**src/rtl/serial_pkg.sv**
```systemverilog
// Shared definitions for the serial link: state encoding and counter sizing.
package serial_pkg;

    // Two-bit state codes; the fourth code is unused and recovers to IDLE.
    localparam logic [1:0] IDLE  = 2'd0;
    localparam logic [1:0] SHIFT = 2'd1;
    localparam logic [1:0] DONE  = 2'd2;

    typedef enum logic [1:0] {
        ST_IDLE  = IDLE,
        ST_SHIFT = SHIFT,
        ST_DONE  = DONE
    } state_t;

    // Bits needed to hold a count of 0..width ones without wrapping.
    function automatic int cnt_width(input int width);
        return $clog2(width + 1);
    endfunction

endpackage

```
**src/rtl/piso_shift_reg.sv**
```systemverilog
// Parallel-in serial-out shift register. Zeros are shifted in behind the
// data, so once a word has fully left, serial_out rests at 0.
module piso_shift_reg #(
    parameter int WIDTH     = 8,
    parameter bit LSB_FIRST = 1'b1
) (
    input  logic             clk,
    input  logic             reset,
    input  logic             load,
    input  logic             shift,
    input  logic [WIDTH-1:0] data_in,
    output logic             serial_out
);

    logic [WIDTH-1:0] r_shift;
    logic [WIDTH-1:0] w_shifted;

    // Direction of travel is fixed at elaboration time.
    generate
        if (LSB_FIRST) begin : g_lsb_first
            assign w_shifted  = {1'b0, r_shift[WIDTH-1:1]};
            assign serial_out = r_shift[0];
        end else begin : g_msb_first
            assign w_shifted  = {r_shift[WIDTH-2:0], 1'b0};
            assign serial_out = r_shift[WIDTH-1];
        end
    endgenerate

    // Load takes priority over shift; reset clears the whole register.
    always_ff @(posedge clk) begin
        if (!reset) begin
            r_shift <= '0;
        end else if (load) begin
            r_shift <= data_in;
        end else if (shift) begin
            r_shift <= w_shifted;
        end
    end

endmodule

```
**src/rtl/serial_word_tx.sv**
```systemverilog
// Serial word transmitter: accepts a word on start/ready, shifts it out one
// bit per clock with a valid qualifier, pulses done and reports the 1s count.
module serial_word_tx
    import serial_pkg::*;
#(
    parameter int WIDTH     = 8,
    parameter bit LSB_FIRST = 1'b1
) (
    input  logic                          clk,
    input  logic                          reset,
    input  logic                          start,
    input  logic [WIDTH-1:0]              data_in,
    output logic                          ready,
    output logic                          bits,
    output logic                          bit_valid,
    output logic                          done,
    output logic [cnt_width(WIDTH)-1:0]   ones_sent
);

    localparam int CW = cnt_width(WIDTH);

    state_t        r_state;
    logic          r_ready;
    logic          r_bit_valid;
    logic          r_done;
    logic [CW-1:0] r_bit_cnt;
    logic [CW-1:0] r_ones_sent;

    logic          w_load;
    logic          w_shift;
    logic          w_serial_out;

    // A word is accepted only from IDLE; start elsewhere is dropped.
    assign w_load  = (r_state == ST_IDLE) && start;
    assign w_shift = (r_state == ST_SHIFT);

    piso_shift_reg #(
        .WIDTH     (WIDTH),
        .LSB_FIRST (LSB_FIRST)
    ) u_piso (
        .clk        (clk),
        .reset      (reset),
        .load       (w_load),
        .shift      (w_shift),
        .data_in    (data_in),
        .serial_out (w_serial_out)
    );

    // Control FSM with bit counter and ones counter; all outputs registered.
    always_ff @(posedge clk) begin
        if (!reset) begin
            r_state     <= ST_IDLE;
            r_ready     <= 1'b1;
            r_bit_valid <= 1'b0;
            r_done      <= 1'b0;
            r_bit_cnt   <= '0;
            r_ones_sent <= '0;
        end else begin
            case (r_state)
                ST_IDLE: begin
                    r_done <= 1'b0;
                    if (start) begin
                        r_state     <= ST_SHIFT;
                        r_ready     <= 1'b0;
                        r_bit_valid <= 1'b1;
                        r_bit_cnt   <= CW'(WIDTH);
                        r_ones_sent <= '0;
                    end
                end
                ST_SHIFT: begin
                    // The shift register output is the bit on the line this cycle.
                    r_ones_sent <= r_ones_sent + CW'(w_serial_out);
                    r_bit_cnt   <= r_bit_cnt - CW'(1);
                    if (r_bit_cnt == CW'(1)) begin
                        r_state     <= ST_DONE;
                        r_bit_valid <= 1'b0;
                        r_done      <= 1'b1;
                    end
                end
                ST_DONE: begin
                    r_state <= ST_IDLE;
                    r_done  <= 1'b0;
                    r_ready <= 1'b1;
                end
                default: begin
                    r_state     <= ST_IDLE;
                    r_ready     <= 1'b1;
                    r_bit_valid <= 1'b0;
                    r_done      <= 1'b0;
                end
            endcase
        end
    end

    // The shift register is zero outside SHIFT, so it can drive bits directly.
    assign bits      = w_serial_out;
    assign ready     = r_ready;
    assign bit_valid = r_bit_valid;
    assign done      = r_done;
    assign ones_sent = r_ones_sent;

endmodule

```
**config.mk**
```make
export PLATFORM = sky130hd
export DESIGN_NAME = serial_word_tx
export DESIGN_NICKNAME = d
export VERILOG_FILES = /design/src/rtl/serial_pkg.sv /design/src/rtl/piso_shift_reg.sv /design/src/rtl/serial_word_tx.sv
export SDC_FILE = /design/constraint.sdc
export NUM_CORES = 1
export LEC_CHECK = 0
export CAP_MARGIN = 20
export CORE_MARGIN = 1.5
export CORE_UTILIZATION = 50
export DETAILED_ROUTE_END_ITERATION = 12
export PLACE_DENSITY = 0.88
export SYNTH_ARGS = -nofsm -noshare
export SYNTH_HDL_FRONTEND = slang
export SYNTH_HIERARCHICAL = 1
export SYNTH_SLANG_ARGS = --single-unit
```
**constraint.sdc**
```tcl
create_clock -name clk -period 1.74 [get_ports clk]
set_input_delay 0.261 -clock clk [delete_from_list [all_inputs] [get_ports clk]]
set_output_delay 0.261 -clock clk [all_outputs]
set_load 0.1 [all_outputs]
```
### M1 wires

Drawn at 12 px/um. Supply wires on this layer in gray.
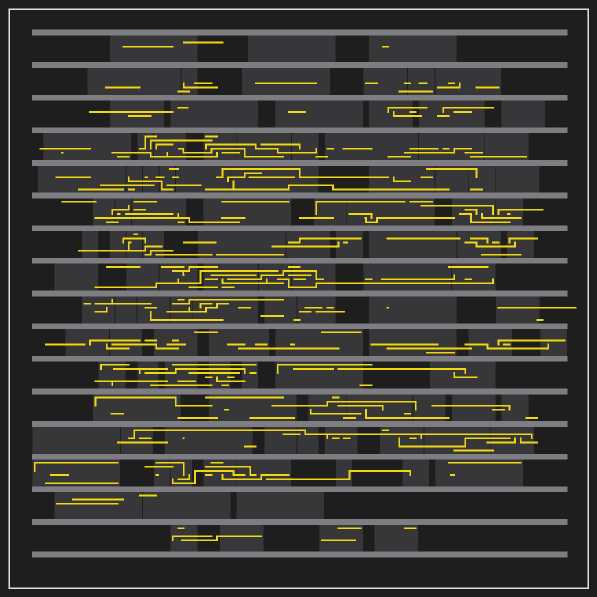
wire length on this layer: 812 um
nets with wire on the layer: 108
longest straight run: 18.9 um
share of all routed wire: 43%
count of vias placed by the detailed router: 751
Global Route met1 Usage: 20.3%
final wirelength: 1880 um

### Placed standard cells

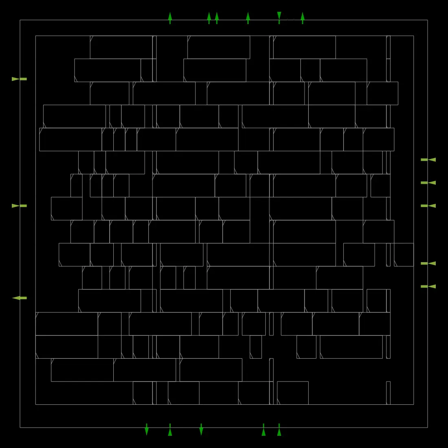
FILL cells: 156
number of placement rows: 16
standard cell core area: 1940 um2
sequential cell count of the final layout: 21

[layout make-up]
| type | count | area share [%] |
|---|---|---|
| clock buffer | 3 | 1.69 |
| clock inverter | 1 | 0.375 |
| inverter | 5 | 1.40 |
| multi-input combinational | 63 | 40.6 |
| sequential | 21 | 31.6 |
| tap | 27 | 2.53 |
| timing repair buffer | 22 | 21.7 |
[critical path: cells and delay by family, from the launching register on]
| kind | cells | cell delay (ns) |
|---|---|---|
| buffers and inverters | 1 | 0.26 |
| AND-OR/OR-AND | 2 | 0.33 |
| flip-flops | 1 | 0.43 |
| AND/OR/NAND/NOR | 1 | 0.38 |
[placed cells by master (no fill, tap or decap)]
cell | netlist | final
nand2b_1 | 9 | 9
nor3_1 | 2 | 2
and4b_1 | 2 | 2
mux2_4 | 7 | 7
nand2_1 | 3 | 3
clkdlybuf4s50_1 | 0 | 10
ha_1 | 4 | 4
a21oi_1 | 4 | 4
a211oi_1 | 1 | 1
a21boi_1 | 1 | 1
a311oi_2 | 1 | 1
buf_12 | 0 | 8
clkinv_2 | 0 | 1
a31o_1 | 2 | 2
inv_1 | 5 | 5
o21ai_0 | 1 | 1
mux2i_1 | 1 | 1
nand4_1 | 1 | 1
dfxtp_2 | 0 | 2
nor3b_1 | 1 | 1
a211oi_2 | 1 | 1
or3b_1 | 1 | 1
o211a_1 | 8 | 8
nor3b_2 | 1 | 1
o21bai_1 | 1 | 1
a22oi_1 | 3 | 3
nand3b_1 | 1 | 1
o21a_1 | 1 | 1
and3_1 | 1 | 1
nor2_1 | 4 | 4
buf_4 | 0 | 4
nor2b_4 | 1 | 1
dfxtp_1 | 21 | 19
clkbuf_4 | 0 | 3
[sequential cells by signal (all words and copies together), names as in the netlist]
signal          flops
r_bit_cnt           4
u_piso/r_shift      8
r_state             2
bit_valid           1
ready               1
done                1
ones_sent           4
==> notes.org <==
#+TITLE: Synthesis and PnR summary

** Outcome
- The run finished with clean final reports.

** GRT
- Maximum number of pins on one net before global-route repair :: 14
- On met3, the global router reports a usage of roughly 8%.
- After global routing, the most crowded layer is met2.
- The first global-routing pass estimated 2840 um of wire.
- Global routing finished with a remaining overflow of 0.
- Global routing usage on met2 :: 31.7%

** Synth
- Dominant cells by area after synthesis :: dfxtp_1, mux2_4, o211a_1
- The synthesized netlist devotes between 15 and 20% of its cell area to compound gates.
- Per the synthesis report, the single largest cell type by area occupies 41.3% of cell area.
- Among all cell types in the netlist, the one instantiated most often is dfxtp_1.
- Post-synthesis instance total :: between 90 and 100
- Adder-cell share of the synthesized area :: 4.92%
- dfxtp_1 takes more of the synthesized area than any other cell.
- The netlist uses 32 different library cells.
- Ys flops :: 21
- After synthesis the cells add up to 1020 um2.
- Post-synthesis cell count from yosys :: 94
- The stat command in Yosys gives a chip area of 1020 um2.
- In the synthesized netlist the dominant register cell turns out to be dfxtp_1.
- Portion of the post-synthesis area used by sequential elements :: 41.3%
- The number of nets handed over by synthesis was 109.

** Clock tree
- Post-cts resize count :: 0
- CTS H-Tree Depth :: 1
- Bufs on Longest Clock Path :: 2
- CTS tree :: built
- According to the CTS report, the clock sink count is 21.
- CTS placed an instance of clkbuf_4 at the clock tree root.
- Latency at later pin :: 0.31 ns
- Post-CTS Setup Repair Bufs :: 0

** Power and ir drop
- Combinational power :: 0.282 mW
- Switching power :: roughly 0.32 mW
- The worst VDD IR drop from the latest analysis is 0.545 mV.
- Of all power groups, the one with the highest power is registers.
- Clk pwr :: 0.233 mW
- The flow reports that sequential cells draw 51.5% of the design power.
- Net switching fraction of the power :: 30.3%
- Relative contribution of combinational cells to total power :: 26.6%
- Static leakage :: 0.628 nW

** Setup path
- Setup slack on the worst reg-to-reg path comes out at 0.26 ns.
- Biggest cell delay along the critical path :: roughly 0.43 ns
- Max fanout on the critical path was recorded as 13.
- The largest individual stage delay along the critical path comes from the cell dfxtp_1.
- The most critical setup path has its endpoint at r_bit_cnt[3].
- For the worst setup path, the data required time is 1.97 ns.
- The worst setup path is captured at a flip-flop.
- Start-to-end type of the worst setup path :: flip-flop to flip-flop

** Drt
- Remaining routing DRC violations :: 0
- Met2 WL post-DR :: 958 um
- Total met3 wirelength after detailed routing :: 89 um
- Number of DRC violations after detailed-routing iteration 0 :: 15
- In the routed layout, each cell is associated on average with a via count of 5.29.
- The routed design shows a wire length per standard cell of 13.2 um.

** Final layout
- Post-Layout Inst Area :: 1340 um2
- Between the synthesized netlist and the finished layout, the area growth was recorded as 31.4%.
- Number of nets in the finished design :: 131
- 0 antenna diodes ended up in the layout.

** Timing
- Post-route minimum period :: 1.48 ns
- The end-of-flow timing check tallies setup violations at 0.
- PnR worst setup slack :: 0.259 ns
- Hold-check failures listed in the final report amount to 0.
- Setup total negative slack on the finished layout was measured at 0 ns.

** Worst hold path
- Hold Path Stages :: 2
- According to the hold report, the worst path is of the flip-flop to flip-flop type.

** Floorplanning
- 19 I/O pins were placed.
- Die area :: 2310 um2
- The floorplan step set the die width to 48.1 um.

** Flow run
- Total of max-cap violations :: 0

** Place
- The placement stage leaves a total instance area of ~1300 um2.
- The detailed placer reported the number of placed instances as ~140.
- Post-Place Setup Slack :: 0.0634 ns
Power and IR drop assume default switching activity.
